==> src/rtl/branch_pkg.sv <==
// rtl/branch_pkg.sv - shared types and default widths for the branch resolve queue
package branch_pkg;

    localparam int BRQ_ADDR_W = 1;
    localparam int BRQ_CNT_W  = 16;

    typedef struct packed {
        logic [BRQ_ADDR_W-1:0] addr;
        logic                  pred;
    } brq_entry_t;

endpackage

==> src/rtl/branch_resolve_queue_if.sv <==
// rtl/branch_resolve_queue_if.sv - issue/resolve/training handshake bundle
interface branch_resolve_queue_if #(parameter int ADDR_W = 1);

    logic              issue_valid;
    logic              issue_ready;
    logic [ADDR_W-1:0] issue_address;
    logic              issue_prediction;
    logic              resolve_valid;
    logic              resolve_taken;
    logic              upd_valid;
    logic [ADDR_W-1:0] upd_address;
    logic              upd_result;

    modport master (
        output issue_valid, issue_address, issue_prediction, resolve_valid, resolve_taken,
        input  issue_ready, upd_valid, upd_address, upd_result
    );

    modport slave (
        input  issue_valid, issue_address, issue_prediction, resolve_valid, resolve_taken,
        output issue_ready, upd_valid, upd_address, upd_result
    );

endinterface

==> src/rtl/brq_fifo.sv <==
// rtl/brq_fifo.sv - in-order entry storage with occupancy count and synchronous clear
module brq_fifo
    import branch_pkg::*;
#(
    parameter int DEPTH = 4
) (
    input  logic                   clk,
    input  logic                   rst_n,
    input  logic                   push_i,
    input  logic                   pop_i,
    input  logic                   clear_i,
    input  brq_entry_t             wdata_i,
    output brq_entry_t             rdata_o,
    output logic [$clog2(DEPTH):0] count_o
);

    localparam int PW = $clog2(DEPTH);

    brq_entry_t           mem_q [DEPTH];
    logic [PW-1:0]        wr_ptr_q, wr_ptr_d;
    logic [PW-1:0]        rd_ptr_q, rd_ptr_d;
    logic [PW:0]          count_q, count_d;

    // Pointers wrap naturally because DEPTH is a power of two.
    always_comb begin
        wr_ptr_d = wr_ptr_q;
        rd_ptr_d = rd_ptr_q;
        count_d  = count_q;
        if (clear_i) begin
            wr_ptr_d = '0;
            rd_ptr_d = '0;
            count_d  = '0;
        end else begin
            if (push_i) wr_ptr_d = wr_ptr_q + 1'b1;
            if (pop_i)  rd_ptr_d = rd_ptr_q + 1'b1;
            if (push_i && !pop_i)      count_d = count_q + 1'b1;
            else if (!push_i && pop_i) count_d = count_q - 1'b1;
        end
    end

    always_ff @(posedge clk or negedge rst_n) begin
        if (!rst_n) begin
            wr_ptr_q <= '0;
            rd_ptr_q <= '0;
            count_q  <= '0;
        end else begin
            wr_ptr_q <= wr_ptr_d;
            rd_ptr_q <= rd_ptr_d;
            count_q  <= count_d;
        end
    end

    always_ff @(posedge clk) begin
        if (push_i && !clear_i) mem_q[wr_ptr_q] <= wdata_i;
    end

    assign rdata_o = mem_q[rd_ptr_q];
    assign count_o = count_q;

endmodule

==> src/rtl/branch_resolve_queue.sv <==
// rtl/branch_resolve_queue.sv - predictor-to-resolution queue: training, mispredict flush, stats
// Hit/miss counters are built only when BRQ_STATS_EN is defined.
module branch_resolve_queue
    import branch_pkg::*;
#(
    parameter int ADDR_W = BRQ_ADDR_W,
    parameter int DEPTH  = 4,
    parameter int CNT_W  = BRQ_CNT_W
) (
    input  logic                   clk,
    input  logic                   rst_n,
    branch_resolve_queue_if.slave  bus,
    output logic                   mispredict,
    output logic                   resolve_err,
    output logic [$clog2(DEPTH):0] occupancy,
    output logic [CNT_W-1:0]       hit_count,
    output logic [CNT_W-1:0]       miss_count
);

    localparam int CW = $clog2(DEPTH) + 1;
    localparam logic [CW-1:0] FULL_CNT = CW'(DEPTH);

    logic [CW-1:0] count;
    brq_entry_t    head, wentry;
    logic          ready, do_pop, do_miss, do_push;

    logic              upd_valid_q, upd_valid_d;
    logic [ADDR_W-1:0] upd_address_q, upd_address_d;
    logic              upd_result_q, upd_result_d;
    logic              mispredict_q, mispredict_d;
    logic              resolve_err_q, resolve_err_d;

    // Ready depends only on occupancy so it never combinationally follows resolve.
    assign ready   = (count != FULL_CNT);
    assign do_pop  = bus.resolve_valid && (count != '0);
    assign do_miss = do_pop && (head.pred != bus.resolve_taken);
    assign do_push = bus.issue_valid && ready && !do_miss;
    assign wentry  = '{addr: bus.issue_address, pred: bus.issue_prediction};

    brq_fifo #(.DEPTH(DEPTH)) u_fifo (
        .clk     (clk),
        .rst_n   (rst_n),
        .push_i  (do_push),
        .pop_i   (do_pop),
        .clear_i (do_miss),
        .wdata_i (wentry),
        .rdata_o (head),
        .count_o (count)
    );

    always_comb begin
        upd_valid_d   = do_pop;
        upd_address_d = upd_address_q;
        upd_result_d  = upd_result_q;
        mispredict_d  = do_miss;
        resolve_err_d = resolve_err_q || (bus.resolve_valid && (count == '0));
        if (do_pop) begin
            upd_address_d = head.addr;
            upd_result_d  = bus.resolve_taken;
        end
    end

    always_ff @(posedge clk or negedge rst_n) begin
        if (!rst_n) begin
            upd_valid_q   <= 1'b0;
            upd_address_q <= '0;
            upd_result_q  <= 1'b0;
            mispredict_q  <= 1'b0;
            resolve_err_q <= 1'b0;
        end else begin
            upd_valid_q   <= upd_valid_d;
            upd_address_q <= upd_address_d;
            upd_result_q  <= upd_result_d;
            mispredict_q  <= mispredict_d;
            resolve_err_q <= resolve_err_d;
        end
    end

`ifdef BRQ_STATS_EN
    logic [CNT_W-1:0] hit_q, hit_d, miss_q, miss_d;

    always_comb begin
        hit_d  = hit_q;
        miss_d = miss_q;
        if (do_pop && !do_miss && (hit_q != '1)) hit_d  = hit_q + 1'b1;
        if (do_miss && (miss_q != '1))           miss_d = miss_q + 1'b1;
    end

    always_ff @(posedge clk or negedge rst_n) begin
        if (!rst_n) begin
            hit_q  <= '0;
            miss_q <= '0;
        end else begin
            hit_q  <= hit_d;
            miss_q <= miss_d;
        end
    end

    assign hit_count  = hit_q;
    assign miss_count = miss_q;
`else
    assign hit_count  = '0;
    assign miss_count = '0;
`endif

    assign bus.issue_ready = ready;
    assign bus.upd_valid   = upd_valid_q;
    assign bus.upd_address = upd_address_q;
    assign bus.upd_result  = upd_result_q;
    assign mispredict      = mispredict_q;
    assign resolve_err     = resolve_err_q;
    assign occupancy       = count;

endmodule

==> src/flat_wrapper.sv <==
// flat-port wrapper written by rule: the top's interface ports become plain ports
module branch_resolve_queue_flat import branch_pkg::*;
#(
    parameter int ADDR_W = BRQ_ADDR_W,
    parameter int DEPTH  = 4,
    parameter int CNT_W  = BRQ_CNT_W
)
  (clk, rst_n, mispredict, resolve_err, occupancy, hit_count, miss_count, bus_issue_valid, bus_issue_address, bus_issue_prediction, bus_resolve_valid, bus_resolve_taken, bus_issue_ready, bus_upd_valid, bus_upd_address, bus_upd_result);
  branch_resolve_queue_if #(.ADDR_W(ADDR_W)) bus_i ();
  input  logic clk;
  input  logic rst_n;
  output logic mispredict;
  output logic resolve_err;
  output logic [$clog2(DEPTH):0] occupancy;
  output logic [CNT_W-1:0] hit_count;
  output logic [CNT_W-1:0] miss_count;
  input wire logic [$bits(bus_i.issue_valid)-1:0] bus_issue_valid;
  input wire logic [$bits(bus_i.issue_address)-1:0] bus_issue_address;
  input wire logic [$bits(bus_i.issue_prediction)-1:0] bus_issue_prediction;
  input wire logic [$bits(bus_i.resolve_valid)-1:0] bus_resolve_valid;
  input wire logic [$bits(bus_i.resolve_taken)-1:0] bus_resolve_taken;
  output wire logic [$bits(bus_i.issue_ready)-1:0] bus_issue_ready;
  output wire logic [$bits(bus_i.upd_valid)-1:0] bus_upd_valid;
  output wire logic [$bits(bus_i.upd_address)-1:0] bus_upd_address;
  output wire logic [$bits(bus_i.upd_result)-1:0] bus_upd_result;
  assign bus_i.issue_valid = bus_issue_valid;
  assign bus_i.issue_address = bus_issue_address;
  assign bus_i.issue_prediction = bus_issue_prediction;
  assign bus_i.resolve_valid = bus_resolve_valid;
  assign bus_i.resolve_taken = bus_resolve_taken;
  assign bus_issue_ready = bus_i.issue_ready;
  assign bus_upd_valid = bus_i.upd_valid;
  assign bus_upd_address = bus_i.upd_address;
  assign bus_upd_result = bus_i.upd_result;
  branch_resolve_queue #(.ADDR_W(ADDR_W), .DEPTH(DEPTH), .CNT_W(CNT_W)) u_core (.clk(clk), .rst_n(rst_n), .bus(bus_i), .mispredict(mispredict), .resolve_err(resolve_err), .occupancy(occupancy), .hit_count(hit_count), .miss_count(miss_count));
endmodule
==> config.mk <==
export PLATFORM = sky130hd
export DESIGN_NAME = branch_resolve_queue_flat
export DESIGN_NICKNAME = d
export VERILOG_FILES = /design/src/rtl/branch_pkg.sv /design/src/rtl/branch_resolve_queue_if.sv /design/src/rtl/brq_fifo.sv /design/src/rtl/branch_resolve_queue.sv /design/src/flat_wrapper.sv
export SDC_FILE = /design/constraint.sdc
export NUM_CORES = 1
export LEC_CHECK = 0
export CAP_MARGIN = 20
export CORE_MARGIN = 10
export CORE_UTILIZATION = 38
export DETAILED_ROUTE_END_ITERATION = 8
export HOLD_SLACK_MARGIN = 0.03
export PLACE_DENSITY = 0.75
export SYNTH_ARGS = -nofsm -noshare
export SYNTH_HDL_FRONTEND = slang
export SYNTH_HIERARCHICAL = 1
export SYNTH_SLANG_ARGS = --single-unit
==> constraint.sdc <==
create_clock -name clk -period 2.57 [get_ports clk]
set_clock_uncertainty 0.05 [all_clocks]
set_input_delay 0.514 -clock clk [delete_from_list [all_inputs] [get_ports clk]]
set_output_delay 0.514 -clock clk [all_outputs]
set_load 0.03 [all_outputs]
Figure 1. Metal layers overlaid (run 1).
Only two layers are drawn.
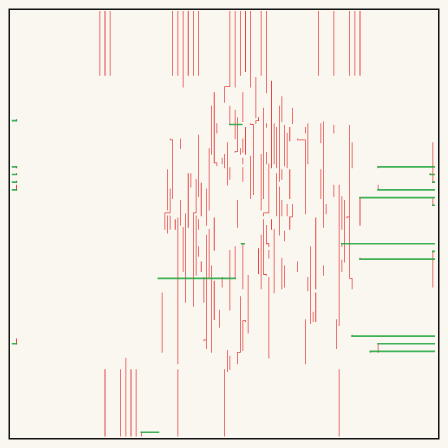
[M2] red | wire length: 1,170 um
[M3] green | wire length: 122 um

Figure 2. Nets reached from selected ports (run 1).
Scale bar: 20 um.
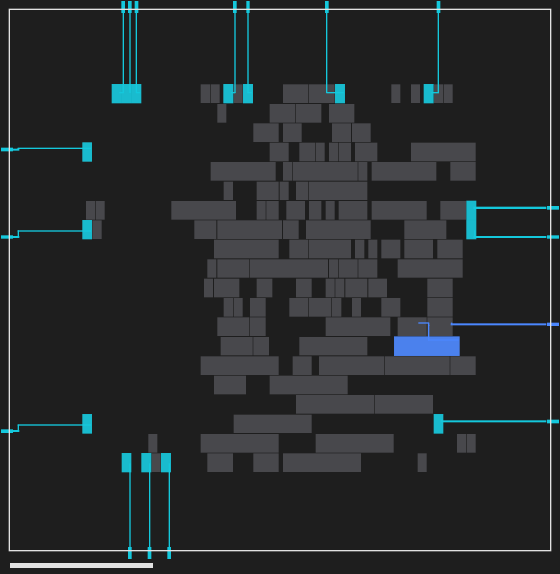
[`hit_count`] cyan | direction: output | end cells: 16 | buffers: 0 | wire: 189 um
[`bus_upd_address`] blue | direction: output | end cells: 1 | buffers: 1 | wire: 21.2 um
I/O Pins: 48
Port Buffers: 15

Figure 3. Clock nets (run 1).
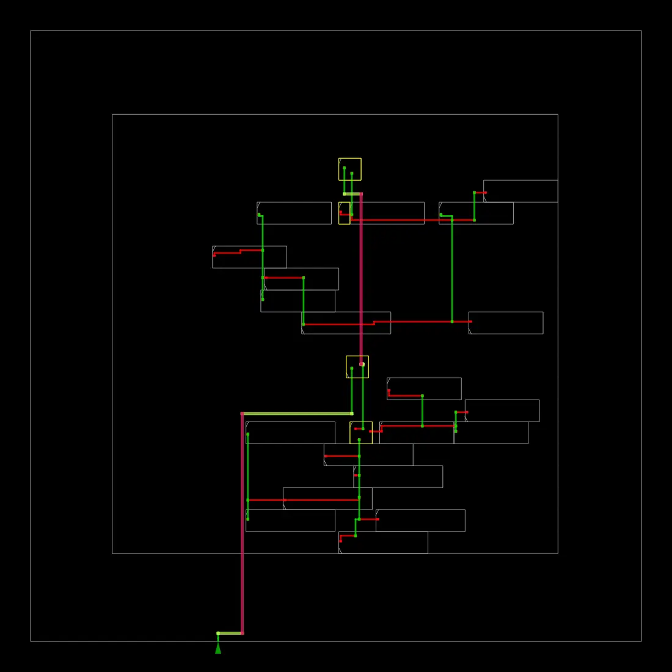
Sink Count: 20
seq_cells: 20

==> results_dict.tcl, run 1 <==
# metrics dict for downstream scripts
set metrics [dict create \
    vdd_drop_max_uv 299 \
    warning_count 31 \
    yosys_warnings 6 \
    ff2ff_setup_slack_ps -10 \
    dieWidth_um 75.7 \
    comb_share 0.374 \
    dominant_cells "sequential cells" \
    async_reset_ff_frac 0.600 \
    worstHoldPathType "flip-flop to flip-flop" \
    start_kind "flip-flop" \
    worst_pin_slew_ps 521 \
    cp.arrival_ps 2770 \
    seq_area_sq_um 541 \
    grt_overflow 0 \
    n_tap_cell 33 \
    drtAntennaViolNets 0 \
    seq_power_mw 0.502 \
    vias_per_cell 4.16 \
    ys_sh_mux 0.0691 \
    violations "setup timing" \
    combPwrFrac 0.575 \
    setup_viol 1 \
    top_area_cell "dfrtp_1" \
    outcome "finished, violations left" \
    finalWorstSetupSlack_ps -13.9 \
    cts_buffers 3 \
    syn_area_sq_um 1180 \
    fp_util 0.392 \
    place_congestion 0.671 \
]
[run 1: flip-flops by register name (all words and copies together) (netlist names)]
name                    count
u_core/bus.upd_result       1
u_core/u_fifo/mem_q         8
u_core/bus.upd_address      1
u_core/bus.upd_valid        1
u_core/u_fifo/wr_ptr_q      2
u_core/u_fifo/count_o       3
u_core/mispredict           1
u_core/u_fifo/rd_ptr_q      2
u_core/resolve_err          1
[run 1: cells in the final DEF, fill, tap and decap left out, drive strengths merged, types with 3 or more instances in the layout]
cell,Yosys,routed
conb,1,32
clkdlybuf4s50,0,15
dfrtp,12,12
buf,32,10
nor2,9,9
edfxtp,8,8
inv,7,7
ha,5,5
and2,4,4
xnor2,4,4
clkbuf,1,3
[run 1: metrics by stage]
stage / hold slack (ps) / util / power [mW] / setup TNS (ps) / area, sq um
finish: 445 / 0.457 / 1.53 / -13.9 / 1370
global route: 475 / 0.457 / 1.66 / -110 / 1370
global placement: 417 / 0.440 / 1.33 / -26.8 / 1320
detailed placement: 424 / 0.440 / 1.36 / -89.8 / 1320
floorplan: 168 / - / 1.10 / 0 / 1310
CTS: 449 / 0.455 / 1.54 / -35.6 / 1370
[run 1: critical path: stages (launching register included)]
cell and delay (ps):
dfrtp_1 390, mux4_2 550, xnor2_2 160, o221a_2 270
ha_4 170, fa_2 350, xnor2_2 150, or3_1 310
a21oi_1 140
[run 1: layer usage]
layer | vias to the layer above | share of wire | GRT usage
li1 | 327 | - | -
met1 | 325 | 0.37 | 0.0783
met2 | 22 | 0.55 | 0.127
met3 | 4 | 0.057 | 0.0130
met4 | 0 | 0.023 | 0.0557
met5 | - | 0 | 0
[run 1: timing repair]
item / in CTS / in global routing
buffers inserted: 1 / 0
gates resized: 2 / 1
pin swaps: 3 / 3
endpoints found under the setup margin: 1 / 1
gates cloned: 0 / 0
Figure 4. Met1 routing (run 1).
Supply wires on this layer in grey.
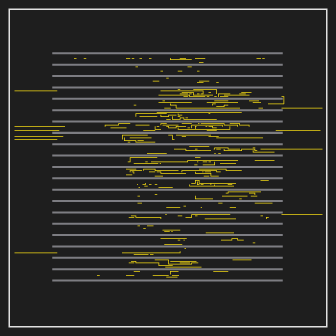

==> run 2, diff against run 1 <==
RECOVER_POWER = 25   (was default)
Figure 5. Met1 routing (run 2).
Supply wires on this layer in grey.
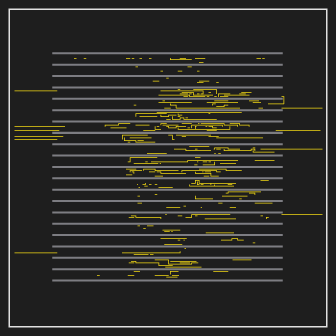
share of all routed wire: 37%
nets with wire on the layer: 114
longest straight run: 20.2 um

Figure 6. Metal layers overlaid (run 2).
Only two layers are drawn.
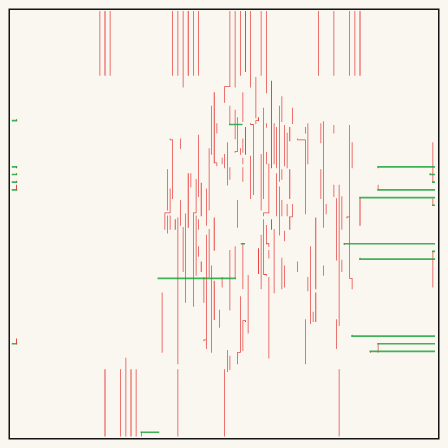
[M2] red | wire length: 1,170 um
[M3] green | wire length: 122 um

Figure 7. Clock nets (run 2).
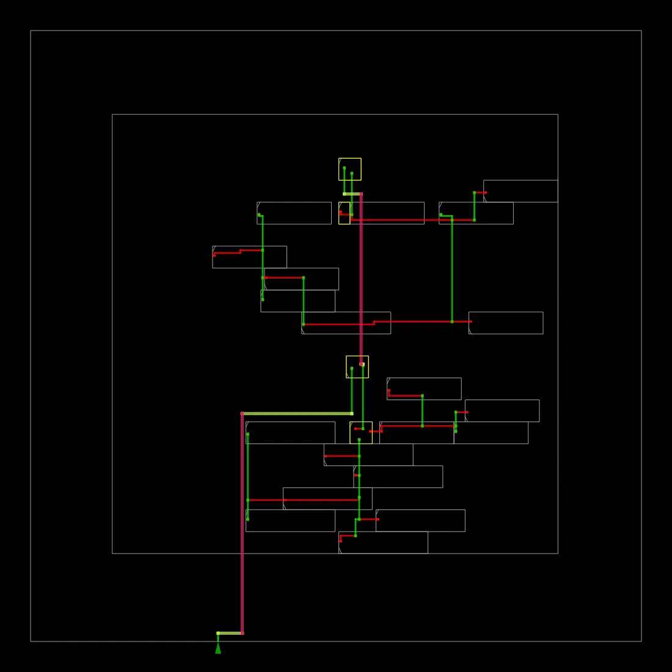
Skew-Pair Late Insertion Delay: 300 ps
final-layout clock buffer total: 3
total CTS buffers: 3
Clock net power: 0.149 mW

==> run 2 against run 1 <==
Compared with the run above: the flow still finishes with violations (setup timing); flip-flop count is the same; first-iteration DRC count unchanged; via count unchanged; sequential share of layout area is the same; synthesized cell count did not move; fmax barely moved.
==> results_dict.tcl, run 2 <==
# metrics dict for downstream scripts
set metrics [dict create \
    grtUsageMet3 0.0130 \
    yosys_warnings 6 \
    async_reset_ff_frac 0.600 \
    clock-root-buffer "clkbuf_4" \
    gr-usage-met2 0.127 \
    top_usage_layer "met2" \
    vias_per_cell 4.16 \
    grt_overflow 0 \
    warning_count 31 \
    syn_area_sq_um 1180 \
    cts_sinks 20 \
    largest_register_ffs 8 \
    cts_resized 2 \
    setup_viol 1 \
    worst_pin_slew_ps 525 \
    combPwrFrac 0.575 \
    finalWorstSetupSlack_ps -16.1 \
    fp_util 0.392 \
    vias 678 \
    cp.arrival_ps 2770 \
    vdd_drop_max_uv 299 \
    grt_pass1_wl_mm 3.18 \
    power.group.top "combinational cells" \
    period_used_share 1.01 \
    regMostFlops "u_core/u_fifo/mem_q" \
    io_buffers 15 \
    seq_area_sq_um 541 \
    outcome "finished, violations left" \
    wl_met3_um 121 \
    highest_layer "met4" \
    use_met1 0.0783 \
    setup_tns_ps -16.1 \
    worstHoldPathType "flip-flop to flip-flop" \
    dieWidth_um 75.7 \
    ys_chip_area_sq_um 1180 \
    boundaryPins 48 \
    violations "setup timing" \
    wl_met2_mm 1.17 \
    lay_top_count "conb_1" \
    top_area_cell "dfrtp_1" \
    lay_top_cells "conb_1 (32), clkdlybuf4s50_1 (12), dfrtp_1 (12)" \
    seq_power_mw 0.501 \
    cts_setup_buffers 1 \
]
==> run 2: cell counts after synthesis <==
No cell type changed its count.
==> run 2: logic make-up (layout without fill, tap and decap cells) <==
group           count (synthesis)  after routing  synth area share
xor+xnor                        6              6            0.0446
buf+inv                        40             36             0.230
simple gates                   18             18            0.0723
compound gates                  7              7            0.0521
fa+ha+maj                       6              6            0.0701
mux                             5              5            0.0691
flops                          20             20             0.459
other cells                     1             32           0.00319
==> run 2: cell type report <==
class / instances / area share
timing repair buffer: 25 / 0.164
clock inverter: 1 / 0.00273
tap: 33 / 0.0301
clock buffer: 3 / 0.0164
sequential: 20 / 0.394
inverter: 7 / 0.0191
multi-input combinational: 74 / 0.374
==> run 2: path summary, 6_finish.rpt <==
path	startpoint	endpoint	slack, ps	depth (start not counted)
max	u_core/u_fifo/rd_ptr_q[0]	u_core/u_fifo/count_o[2]	-20	8
min	u_core/resolve_err	u_core/resolve_err	450	1
max reg2reg	u_core/u_fifo/rd_ptr_q[0]	u_core/u_fifo/count_o[2]	-20	8
min reg2reg	u_core/resolve_err	u_core/resolve_err	450	1
max in group asynchronous	rst_n	u_core/u_fifo/rd_ptr_q[1]	1550	1
min in group asynchronous	rst_n	u_core/bus.upd_result	560	1
==> run 2: per-stage QoR <==
stage	setup slack (ps)	std cells	total power, mW	area, sq um	hold slack [ps]
final	-16.1	163	1.53	1370	445
after global routing	-110	163	1.66	1370	475
after CTS	-35.6	163	1.54	1370	449
after detailed placement	-89.8	158	1.36	1320	424
after global placement	-26.8	158	1.33	1320	417
after floorplan	0.844	134	1.10	1310	168
==> run 2: critical path, stage by stage, from the launching register on <==
cell and delay, ps:
dfrtp_1 390, mux4_2 550, xnor2_2 160, o221a_2 270, ha_4 170, fa_2 350
xnor2_2 150, or3_1 310, a21oi_1 140
==> run 3, diff against run 2 <==
--- a/constraint.sdc
+++ b/constraint.sdc
@@ -3,3 +3,3 @@
 set_input_delay 0.514 -clock clk [delete_from_list [all_inputs] [get_ports clk]]
 set_output_delay 0.514 -clock clk [all_outputs]
-set_load 0.03 [all_outputs]
+set_load 0.01 [all_outputs]
Figure 8. Metal layers overlaid (run 3).
Only two layers are drawn.
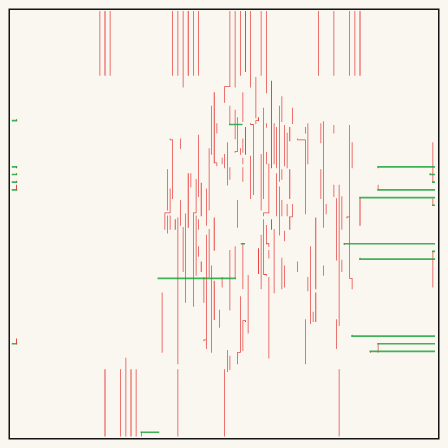
[M3] green | wire length: 122 um
[M2] red | wire length: 1,170 um

Figure 9. Zoomed window (run 3).
Scale bar: 10 um. Region (23, 23) to (53, 53) um. Cells in grey, sequential cells in the stronger grey; small squares are vias.
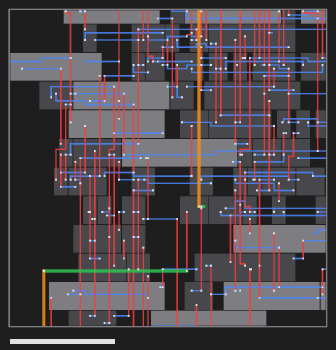
[M4] orange
[M2] red
[M3] green
[M1] blue
most frequent: nor2_1 (8), inv_1 (6)
cells with their middle in the window: 53
netlist names of flops here include: `u_core/u_fifo/mem_q` (3), `u_core/u_fifo/rd_ptr_q` (2), `u_core/u_fifo/wr_ptr_q` (2)
sequential cells in the window: 8

Figure 10. Met1 routing (run 3).
Supply wires on this layer in grey.
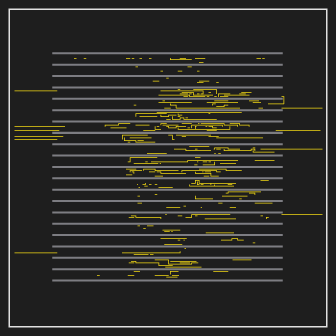
longest straight run: 20.2 um
share of all routed wire: 37%
main direction: horizontal
wire length on this layer: 776 um
nets with wire on the layer: 114

==> run 3 against run 2 <==
Compared with the run above: the run still ends with setup timing left; largest power group unchanged; synthesized cell count is the same; highest routed layer unchanged; cell count did not move; combinational power is 14% lower; sequential share of layout area unchanged; sequential power hardly changed; clock power barely moved; die size unchanged; power is 8.2% lower; non-clock buffer count did not move; critical path depth is the same; flip-flop count did not move; utilization is the same.
==> results_dict.tcl, run 3 <==
# metrics dict for downstream scripts
set metrics [dict create \
    warning_count 31 \
    worstHoldPathType "flip-flop to flip-flop" \
    grt_pass1_wl_mm 3.18 \
    signal_buffers 25 \
    regMostFlops "u_core/u_fifo/mem_q" \
    clkbuf_count 3 \
    crit_path_max_incr_delay_ps 550 \
    grt_overflow 0 \
    final_cell_area_sq_um 1370 \
    cts_buffers 3 \
    largest_register_ffs 8 \
    crit_family "multiplexers" \
    setup_viol 1 \
    n_all_inverters 7 \
    placed_area_sq_um 1320 \
    ys_chip_area_sq_um 1180 \
    highest_layer "met4" \
    boundaryPins 48 \
    wl_met3_um 121 \
    seq_share 0.394 \
    dieWidth_um 75.7 \
    worstPathCellList "mux4_2, xnor2_2, o221a_2, ha_4, fa_2, xnor2_2, or3_1, a21oi_1" \
    cp_num_buf_inv 0 \
    cts_sinks 20 \
    vdd_drop_max_uv 274 \
    finalWorstSetupSlack_ps -16.1 \
    outcome "finished, violations left" \
    lay_top_count "conb_1" \
    lay_top_cells "conb_1 (32), clkdlybuf4s50_1 (12), dfrtp_1 (12)" \
    cp_common_cell "xnor2_2" \
    yosys_warnings 6 \
    r2r-start "u_core/u_fifo/rd_ptr_q[0]" \
    fp_util 0.392 \
    clk_latency_ps 300 \
    wl_met1_um 775 \
    async_reset_ff_frac 0.600 \
    drtAntennaViolNets 0 \
    slowest_stage "mux4_2" \
    violations "setup timing" \
    comb_share 0.374 \
    whs_ps 445 \
    flops 20 \
    clock-root-buffer "clkbuf_4" \
    clkCellAreaFrac 0.0191 \
    use_met1 0.0783 \
    vias 678 \
    place_congestion 0.671 \
    top_usage_layer "met2" \
]
==> run 3: cell counts in the layout (fill, tap and decap cells not counted) <==
No cell type changed its count.
==> run 3: path summary, 6_finish.rpt <==
kind	to	slack, ps	cells after the start
max	u_core/u_fifo/count_o[2]	-20	8
min	u_core/resolve_err	450	1
max reg2reg	u_core/u_fifo/count_o[2]	-20	8
min reg2reg	u_core/resolve_err	450	1
max in group asynchronous	u_core/u_fifo/rd_ptr_q[1]	1550	1
min in group asynchronous	u_core/bus.upd_result	560	1
==> run 3: metrics by stage <==
stage | TNS [ps] | worst slack, ps | power (mW) | util
2_1_floorplan | 0 | 0.840 | 0.973 | -
6_report | -16.1 | -16.1 | 1.41 | 0.457
3_5_place_dp | -89.8 | -89.8 | 1.24 | 0.440
3_3_place_gp | -26.8 | -26.8 | 1.20 | 0.440
4_1_cts | -35.6 | -35.6 | 1.41 | 0.455
5_1_grt | -110 | -110 | 1.54 | 0.457
==> run 3: what timing repair did <==
item | in CTS | in global routing
buffers inserted | 1 | 0
resized | 2 | 1
pin swaps | 3 | 3
hold buffers | 0 | 0
endpoints found under the setup margin | 1 | 1
==> run 3: power by group through the flow <==
stage	registers, mW	logic [mW]	clock network (mW)
floorplan	0.550	0.423	0
global placement	0.504	0.696	0
detailed placement	0.512	0.723	0
CTS	0.504	0.751	0.155
global route	0.517	0.847	0.172
finish	0.501	0.756	0.149
==> run 3: cells by family after synthesis <==
logic type,Yosys count,synth area share
adders and majority gates,6,0.0701
AOI/OAI and AO/OA,7,0.0521
xor gates and xnor gates,6,0.0446
and+or+nand+nor,18,0.0723
muxes,5,0.0691
other,1,0.00319
DFF,20,0.459
buffers and inverters,40,0.230
Power is estimated from default activity; no workload was simulated.
